Design twpm_wb_router, sky130hd; sources not shown.
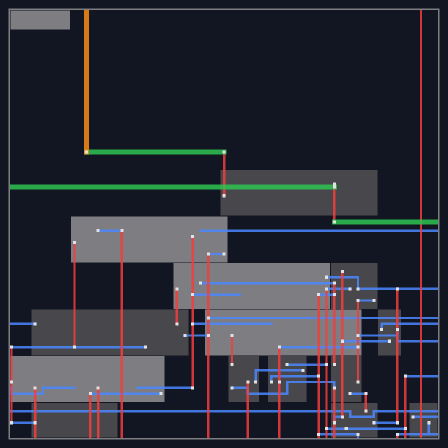
*Zoomed window*
Region (65, 36) to (90, 61) um. Cells in grey, sequential cells in the stronger grey; small squares are vias.
| layer | colour |
|---|---|
| metal 3 | green |
| metal 2 | red |
| metal 4 | orange |
| metal 1 | blue |
cells with their middle in the window: 14
most frequent: dfrtp_1 (4), a21oi_1 (2), clkbuf_16 (2)
sequential cells in the window: 4

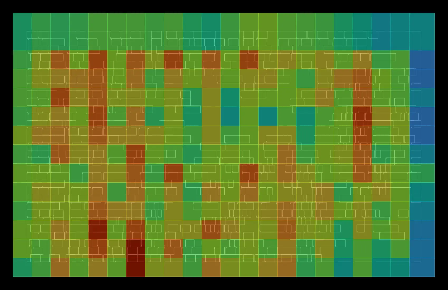
*Routing congestion map*
most used routing layer: met2
Final Core Density: 55.2%

==> summary.txt <==
run metrics: status=finished, final reports clean, vias post-DR=3732, H-tree depth=3, P_sw=between 0.0006 and 0.0007 W, number of synthesized flops with an enable pin=0, top_reg_cell synth=dfrtp_1, initial antenna violation count=0, crit path max fanout=36, # Cells Yosys=about 380, asr flop ratio synth=100%, Detailed Route Iter0 Violations=roughly 130, Top cell area share=between 30% and 40%, total congestion overflow=0, Critical Path Slowest Stage Cell=clkdlybuf4s50_1, placed cells=709, setup total negative slack=0 ps, critical path data required time=~2500 ps, Root Driver=clkbuf_16, Setup-failing EPs final=0, crit path time final=roughly 2700 ps, adder share=less than 1%, reg2reg path depth=6, # nets final=about 770, worst hold slack=approximately 500 ps, Combinational Power=slightly below 0.0006 W, area leader, netlist=dfrtp_1, top cells, area=dfrtp_1 39%, mux4_2 18%, buf_4 13%, # port buffers=roughly 240, sw frac=approximately a quarter
-- placed cells by master, fill, tap and decap left out, types with 2 or more instances in the layout --
master	n
mux4_2	34
nor3b_1	2
xor2_1	11
nand2_1	12
clkbuf_8	3
o22a_1	21
nor2_1	14
or4_1	3
nand4_1	5
or2_2	4
nor3_1	9
o21a_1	2
nand2b_1	2
nor4_1	8
and4_1	2
buf_4	12
ha_1	2
clkbuf_16	9
or3_1	4
clkdlybuf4s50_1	243
o31ai_1	7
dfrtp_1	65
mux2_2	2
a22o_1	11
inv_1	8
a21oi_1	6
and3_1	5
and2_1	2
o21ai_0	12
a21o_1	3
nand3_1	15
a211oi_1	2
xnor2_1	3
-- final cells by class --
cell class | count | area, um^2
clock buffer | 13 | 270
tap | 165 | 206
timing repair buffer | 257 | 2550
fill | 1024 | 5440
inverter | 9 | 33.8
sequential | 66 | 1650
clock inverter | 2 | 35.0
multi-input combinational | 212 | 1950
-- layer usage --
metal | vias up | part of all wire (%) | global-route usage (%)
met2 | 164 | 45 | 29.8
met1 | 1846 | 45 | 27.5
met5 | - | 0 | 0
li1 | 1707 | - | -
met3 | 15 | 8.9 | 8.90
met4 | 0 | 1.5 | 5.07
-- repair_timing --
action	4_1_cts	5_1_grt
gates resized	0	1
setup endpoints to repair	0	2
endpoints found under the hold margin	0	0
-- through the flow --
stage | total power, W | setup slack, ps
after floorplan | 0.00133 | 563
final | 0.00267 | 286
after global placement | 0.00159 | 31.1
after detailed placement | 0.00160 | 29.2
after CTS | 0.00270 | 93.1
after global routing | 0.00278 | 118
-- worst max-delay path: cells and delay by family, from the launching register on --
| family | cells | cell delay, ps |
|---|---|---|
| and+or+nand+nor | 1 | 310 |
| DFF | 1 | 440 |
| buffers and inverters | 2 | 1130 |
Power and IR drop assume default switching activity.
